Figure 1. M2 wires (run 1).
Drawn at 2 px/um. Cells faint in the background.
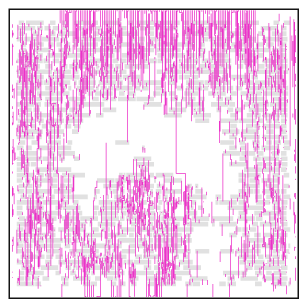
Figure 2. Pin map (run 1).
Drawn at 3 px/um. Pins as bars across the die edge, other pins in grey.
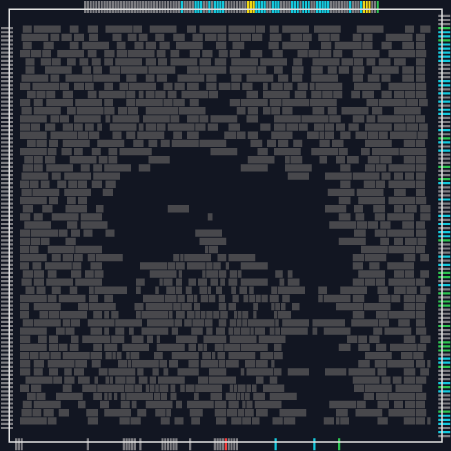
Figure 3. Zoomed window (run 1).
Region (52, 52) to (92, 92) um. Cells in grey, sequential cells in the stronger grey; small squares are vias.
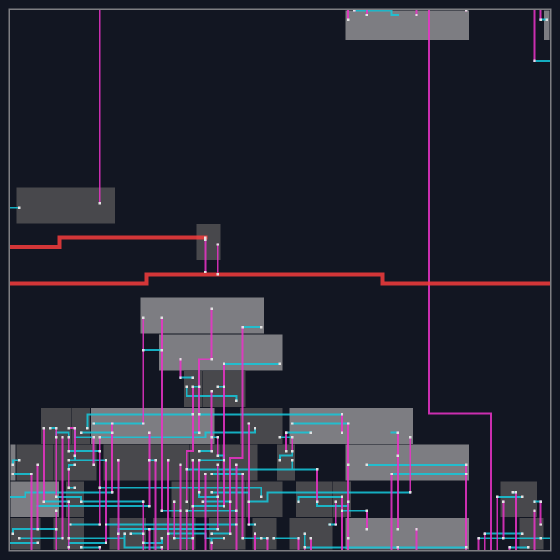
`config.mk`:
```
export PLATFORM = sky130hd
export DESIGN_NAME = mmio_rsp_timeout_ctrl
export DESIGN_NICKNAME = d
export VERILOG_FILES = /design/src/rtl/mmio_rsp_timeout_ctrl.sv
export SDC_FILE = /design/constraint.sdc
export NUM_CORES = 1
export LEC_CHECK = 0
export CAP_MARGIN = 15
export CORE_MARGIN = 3
export CORE_UTILIZATION = 39
export CTS_BUF_LIST = sky130_fd_sc_hd__clkbuf_2
export DETAILED_ROUTE_END_ITERATION = 8
export PLACE_DENSITY = 0.79
export SLEW_MARGIN = 20
export SYNTH_ARGS = -nofsm -noshare
export SYNTH_HDL_FRONTEND = slang
export SYNTH_SLANG_ARGS = --single-unit
```
`constraint.sdc`:
```
create_clock -name clk -period 2.2 [get_ports clk]
set_input_delay 0.44 -clock clk [delete_from_list [all_inputs] [get_ports clk]]
set_output_delay 0.44 -clock clk [all_outputs]
set_load 0.03 [all_outputs]
```
`src/rtl/mmio_rsp_timeout_ctrl.sv`:
```
// MMIO responder front end: decodes BAR into FME/Port region, issues one CSR request
// at a time, and returns tagged read completions with an all-ones error on timeout.
module mmio_rsp_timeout_ctrl #(
    parameter int unsigned TID_WIDTH      = 6,
    parameter int unsigned ADDR_WIDTH     = 20,
    parameter int unsigned DATA_WIDTH     = 64,
    parameter logic [2:0]  FME_BAR        = 3'd0,
    parameter logic [2:0]  PORT_BAR       = 3'd2,
    parameter int unsigned TIMEOUT_CYCLES = 256
) (
    input  logic                  clk,
    input  logic                  rst_n,
    input  logic                  h_req_valid,
    output logic                  h_req_ready,
    input  logic                  h_req_write,
    input  logic [2:0]            h_req_bar,
    input  logic [TID_WIDTH-1:0]  h_req_tid,
    input  logic [ADDR_WIDTH-1:0] h_req_addr,
    input  logic [DATA_WIDTH-1:0] h_req_wdata,
    output logic                  csr_req_valid,
    output logic                  csr_req_write,
    output logic                  csr_req_region,
    output logic [ADDR_WIDTH-1:0] csr_req_addr,
    output logic [DATA_WIDTH-1:0] csr_req_wdata,
    input  logic                  csr_ack_valid,
    input  logic [DATA_WIDTH-1:0] csr_ack_data,
    output logic                  h_rsp_valid,
    input  logic                  h_rsp_ready,
    output logic [TID_WIDTH-1:0]  h_rsp_tid,
    output logic [DATA_WIDTH-1:0] h_rsp_data,
    output logic                  h_rsp_err,
    output logic [15:0]           timeout_cnt
);

    localparam logic [1:0] ST_IDLE  = 2'd0;
    localparam logic [1:0] ST_ISSUE = 2'd1;
    localparam logic [1:0] ST_WAIT  = 2'd2;
    localparam logic [1:0] ST_RSP   = 2'd3;

    localparam logic [15:0]           WAIT_LAST = 16'(TIMEOUT_CYCLES - 1);
    localparam logic [ADDR_WIDTH-1:0] LOW_MASK  = ADDR_WIDTH'(7);

    logic [1:0]            state_q,    state_d;
    logic [TID_WIDTH-1:0]  tid_q,      tid_d;
    logic [ADDR_WIDTH-1:0] addr_q,     addr_d;
    logic [DATA_WIDTH-1:0] wdata_q,    wdata_d;
    logic                  write_q,    write_d;
    logic                  region_q,   region_d;
    logic [15:0]           wait_cnt_q, wait_cnt_d;
    logic [DATA_WIDTH-1:0] rsp_data_q, rsp_data_d;
    logic                  rsp_err_q,  rsp_err_d;
    logic [15:0]           to_cnt_q,   to_cnt_d;
    logic                  bar_ok;

    assign bar_ok = (h_req_bar == FME_BAR) || (h_req_bar == PORT_BAR);

    always_comb begin
        state_d    = state_q;
        tid_d      = tid_q;
        addr_d     = addr_q;
        wdata_d    = wdata_q;
        write_d    = write_q;
        region_d   = region_q;
        wait_cnt_d = wait_cnt_q;
        rsp_data_d = rsp_data_q;
        rsp_err_d  = rsp_err_q;
        to_cnt_d   = to_cnt_q;
        case (state_q)
            ST_IDLE: begin
                if (h_req_valid) begin
                    if (bar_ok) begin
                        tid_d    = h_req_tid;
                        addr_d   = h_req_addr & ~LOW_MASK;
                        wdata_d  = h_req_wdata;
                        write_d  = h_req_write;
                        region_d = (h_req_bar == PORT_BAR);
                        state_d  = ST_ISSUE;
                    end else if (!h_req_write) begin
                        // Unsupported-BAR read completes immediately; writes are dropped.
                        tid_d      = h_req_tid;
                        rsp_data_d = '1;
                        rsp_err_d  = 1'b1;
                        state_d    = ST_RSP;
                    end
                end
            end
            ST_ISSUE: begin
                wait_cnt_d = '0;
                state_d    = write_q ? ST_IDLE : ST_WAIT;
            end
            ST_WAIT: begin
                if (csr_ack_valid) begin
                    rsp_data_d = csr_ack_data;
                    rsp_err_d  = 1'b0;
                    state_d    = ST_RSP;
                end else if (wait_cnt_q == WAIT_LAST) begin
                    rsp_data_d = '1;
                    rsp_err_d  = 1'b1;
                    to_cnt_d   = (to_cnt_q == 16'hFFFF) ? to_cnt_q : to_cnt_q + 16'd1;
                    state_d    = ST_RSP;
                end else begin
                    wait_cnt_d = wait_cnt_q + 16'd1;
                end
            end
            ST_RSP: begin
                if (h_rsp_ready) state_d = ST_IDLE;
            end
            default: state_d = ST_IDLE;
        endcase
    end

    always_ff @(posedge clk or negedge rst_n) begin
        if (!rst_n) begin
            state_q    <= ST_IDLE;
            tid_q      <= '0;
            addr_q     <= '0;
            wdata_q    <= '0;
            write_q    <= 1'b0;
            region_q   <= 1'b0;
            wait_cnt_q <= '0;
            rsp_data_q <= '0;
            rsp_err_q  <= 1'b0;
            to_cnt_q   <= '0;
        end else begin
            state_q    <= state_d;
            tid_q      <= tid_d;
            addr_q     <= addr_d;
            wdata_q    <= wdata_d;
            write_q    <= write_d;
            region_q   <= region_d;
            wait_cnt_q <= wait_cnt_d;
            rsp_data_q <= rsp_data_d;
            rsp_err_q  <= rsp_err_d;
            to_cnt_q   <= to_cnt_d;
        end
    end

    assign h_req_ready    = (state_q == ST_IDLE);
    assign csr_req_valid  = (state_q == ST_ISSUE);
    assign csr_req_write  = write_q;
    assign csr_req_region = region_q;
    assign csr_req_addr   = addr_q;
    assign csr_req_wdata  = wdata_q;
    assign h_rsp_valid    = (state_q == ST_RSP);
    assign h_rsp_tid      = tid_q;
    assign h_rsp_data     = rsp_data_q;
    assign h_rsp_err      = rsp_err_q;
    assign timeout_cnt    = to_cnt_q;

endmodule
```
==> impl_metrics.ini, run 1 <==
; yosys + openroad results
[clocking]
cts_setup_buffers = 4
clkTransAtPathRegs_ns = 0.29
cts_buffers = 17
clock_sinks = 188
cts-resized-gates = 201

[final_layout]
combGateArea_um2 = 2680
sh_comb_area_pct = 22.8
final_cell_mix = 187 x dfrtp_1, 158 x clkdlybuf4s50_1, 157 x dlygate4sd2_1
bufAreaShareNonClock_pct = 32.0
num-multi-input-gates = 304
nClkBuffers = 17
largest_class = registers
sh_seq_area_pct = 40.0
n_all_buffers = 389
layout.non_clock_inverters = 6
clock_area_share_pct = 2.48
final_cells = 1148
final-seq-area_um2 = 4710
finish.utilization_pct = 64.4

[logic_synthesis]
ys_ff = 188
synth_top_cell_by_area = dfrtp_1
area_leaders = dfrtp_1 64%, mux2_2 14%, o22a_1 7.6%
mux_share_pct = 14.1
edf_count = 0
synth_top_flop_cell = dfrtp_1
synth.avg_cell_area_um2 = 14.1
synth_stat.cells = 525
top_cells_by_count = 188 x dfrtp_1, 91 x mux2_2, 64 x o22a_1
syn-cell-area_um2 = 7400
syn_inst = 525
top_logic_kind = multiplexers
ys_warn_count = 0
most_common_cell = dfrtp_1
synth_seq_share_pct = 63.6

[final_timing]
tns_ns = -0.854
fin_ws_ns = -0.113
fmax_mhz = 432
period_needed_ns = 2.31
holdWs_ns = 0.121
fin_crit_sh_pct = 105
finalSetupViolCount = 17
rsz0062_at_grt = yes

[die]
coreArea_um2 = 18300
boundaryPins = 339
nWellTaps = 229

[worst_setup_path]
cp_top_family = simple AND/OR/NAND/NOR gates
r2r_cells = 5
cp.required_ns = 2.86
path_common_cell = or4_4
regToRegSetupSlack_ns = -0.11
worstSetupPathType = flip-flop to flip-flop
crit_slowest_cell = or4_4
setup.worst_path.start_class = flip-flop
slowest_delay_ns = 0.55
path_cells = or4_4 > or4_4 > a311oi_4 > buf_12 > mux2_2
cp.arrival_ns = 2.98
r2r_end = timeout_cnt[1]
r2r_start = wait_cnt_q[10]

[detailed_routing]
route.met3.wl_um = 2180
routedWlPerCell_um = 18.8
dr_wl_met2_um = 10700
route.detailed.drc = 0
routed_via_density = 5.11
dr.pass1.iters = 4

[run]
drv_cap = 0

[power]
swShare_pct = 43.5
p_sw_mw = 7.00
power.total_mw = 16.1
powerDensity_nw_per_um2 = 1370
p_clk_share_pct = 12.5

[placement]
hpwl_um = 16300
dp_cells = 1108
dp_worst_setup_slack_ns = -0.161
gp_routability_congestion = 0.848

[global_route]
gr-total-overflow = 0
busiest_layer = met2
antenna_found_initial = 1
gr-usage-all-layers_pct = 19.9

[outcome]
run_status = complete, but fails checks
violations = negative setup slack

[hold_path]
hp-class = input port to async pin
Back to the opening pictures, Figure 1:
1014 nets have wire on it. The longest straight run is 64.8 um. The layer carries 10700 um of wire. The wires run mostly vertical.
GR Util met2: 33.2%
final WL: 21600 um
via count: 5871

Back to the opening pictures, Figure 2:
h_rsp_tid: drawn in yellow, pins 6, direction output, edge top. h_req_wdata: drawn in cyan, pins 64, direction input, edge 33 right, 29 top, 2 bottom. h_req_ready: drawn in red, pins 1, direction output, edge bottom. csr_req_addr: drawn in green, pins 20, direction output, edge 18 right, 1 top, 1 bottom.
All pins by edge: 107 top, 104 right, 99 left, 29 bottom.
die width: 144 um
Die Y: 144 um
Port Buf Inserts: 332

Back to the opening pictures, Figure 3:
M2: drawn in magenta. M3: drawn in red. M1: drawn in cyan.
Most frequent: dfrtp_1 (7), nor2_1 (5), buf_4 (5). 35 logic cells have their middle in the window. Netlist names of flops here include wait_cnt_q (6), h_rsp_tid (1). Sequential cells in the window: 7.

==> run 2: changes to the inputs <==
--- a/config.mk
+++ b/config.mk
@@ -6,7 +6,8 @@
 export NUM_CORES = 1
 export LEC_CHECK = 0
 export CAP_MARGIN = 15
-export CORE_MARGIN = 3
+export CORE_ASPECT_RATIO = 1.1
+export CORE_MARGIN = 2
 export CORE_UTILIZATION = 39
 export CTS_BUF_LIST = sky130_fd_sc_hd__clkbuf_2
 export DETAILED_ROUTE_END_ITERATION = 8
Figure 4. Cell outlines without signal wires (run 2).
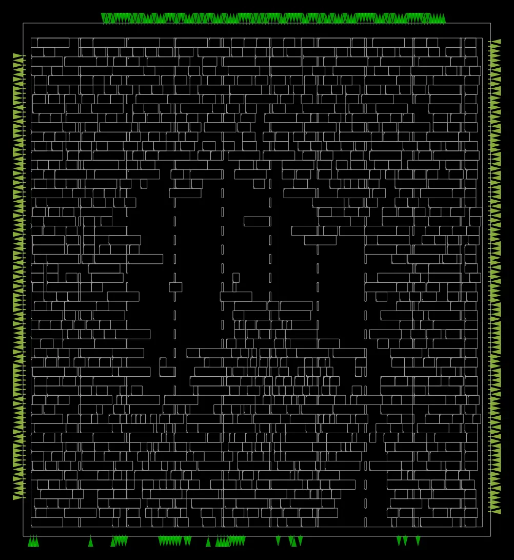
sequential share of cell area: 39.6%
Seq cells: 188
final core occ: 64.3%

==> run 2 against run 1 <==
The flow still finishes with violations (negative setup slack). Register-to-register slack lost 0.04 ns. Flip-flop count unchanged. Fmax fell by 1.8%. Die area decreased by 2.8%. Power hardly changed. Final area increased by 1.0%. Hold slack worse by 0.0046 ns. Critical path type unchanged. Largest cell class unchanged.
==> impl_metrics.ini, run 2 <==
; yosys + openroad results
[worst_setup_path]
r2r_start = state_q[1]
cp.arrival_ns = 3.05
path_cells = buf_4 > ha_1 > nand4_1 > or4_4 > a311oi_4 > buf_12 > mux2_2
cp.required_ns = 2.90
r2r_cells = 7
crit_slowest_cell = or4_4
worstSetupPathType = flip-flop to flip-flop
slowest_delay_ns = 0.59
endpoint_kind = flip-flop
r2r_end = timeout_cnt[1]
regToRegSetupSlack_ns = -0.16
cp_top_family = simple AND/OR/NAND/NOR gates
setup.worst_path.start_class = flip-flop

[final_timing]
rsz0062_at_grt = yes
fin_ws_ns = -0.155
period_needed_ns = 2.36
fmax_mhz = 425
fin_crit_sh_pct = 107
tns_ns = -3.84
slew_violations = 0
finalSetupViolCount = 67
holdWs_ns = 0.116

[run]
drv_cap = 0

[detailed_routing]
num_vias = 5866
routed_via_density = 5.00
route.detailed.drc = 0
dr.pass1.iters = 4
routed_wl_um = 22700
route.met3.wl_um = 1820
dr_wl_met2_um = 11700

[final_layout]
antenna_cells = 1
final-seq-area_um2 = 4710
final_cell_mix = 187 x dfrtp_1, 158 x clkdlybuf4s50_1, 151 x dlygate4sd2_1
nNetsFinal = 1087
layout.non_clock_inverters = 6
sh_comb_area_pct = 22.6
num-multi-input-gates = 304
nClkBuffers = 17
bufAreaShareNonClock_pct = 33.2
combGateArea_um2 = 2690
clock_area_share_pct = 1.83
final_cells = 1173
n_all_buffers = 400
largest_class = registers

[logic_synthesis]
ys_ff = 188
most_common_cell = dfrtp_1
synth_top_flop_cell = dfrtp_1
ys_sh_aoi_pct = 9.21
syn_inst = 525
synth.avg_cell_area_um2 = 14.1
mux_share_pct = 14.1
top_cells_by_count = 188 x dfrtp_1, 91 x mux2_2, 64 x o22a_1
edf_count = 0
ys_warn_count = 0
synth_top_cell_by_area = dfrtp_1
synth_stat.cells = 525
top_logic_kind = multiplexers
synth_seq_share_pct = 63.6

[power]
p_comb_mw = 8.88
p_int_mw = 8.91
power.total_mw = 16.1
swShare_pct = 44.7
powerDensity_nw_per_um2 = 1350
p_clk_share_pct = 10.1
p_sw_mw = 7.19

[global_route]
gr-total-overflow = 0
grtUsageMet2_pct = 39.8
gr-usage-all-layers_pct = 22.4
antenna_found_initial = 1
busiest_layer = met2

[die]
nWellTaps = 243
rows = 52
coreArea_um2 = 18500
boundaryPins = 339

[outcome]
run_status = complete, but fails checks
violations = negative setup slack

[hold_path]
hp-class = input port to async pin

[placement]
hpwl_um = 16200
dp_cells = 1121
dp_worst_setup_slack_ns = -0.139
gp_routability_congestion = 0.873

[clocking]
cts_setup_buffers = 8
cts_buffers = 17
cts-resized-gates = 216
clkTransAtPathRegs_ns = 0.31
clock_sinks = 188
Figure 5. Pin map (run 2).
Drawn at 3 px/um. Pins as bars across the die edge, other pins in grey.
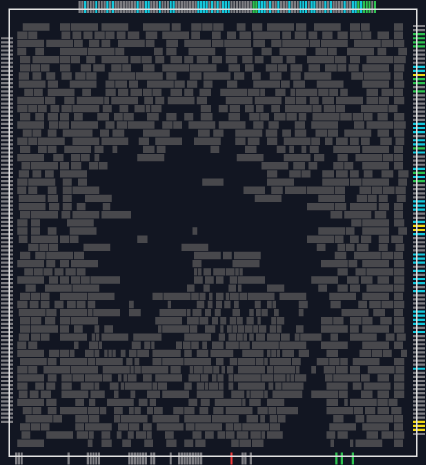
h_req_wdata: drawn in cyan, pins 64, direction input, edge 36 top, 28 right. csr_req_addr: drawn in green, pins 20, direction output, edge 10 right, 7 top, 3 bottom. h_rsp_tid: drawn in yellow, pins 6, direction output, edge right. h_req_ready: drawn in red, pins 1, direction output, edge bottom.
All pins by edge: 108 top, 101 right, 95 left, 35 bottom.
Die Y: 148 um
die width: 135 um

Power is estimated from default activity; no workload was simulated.
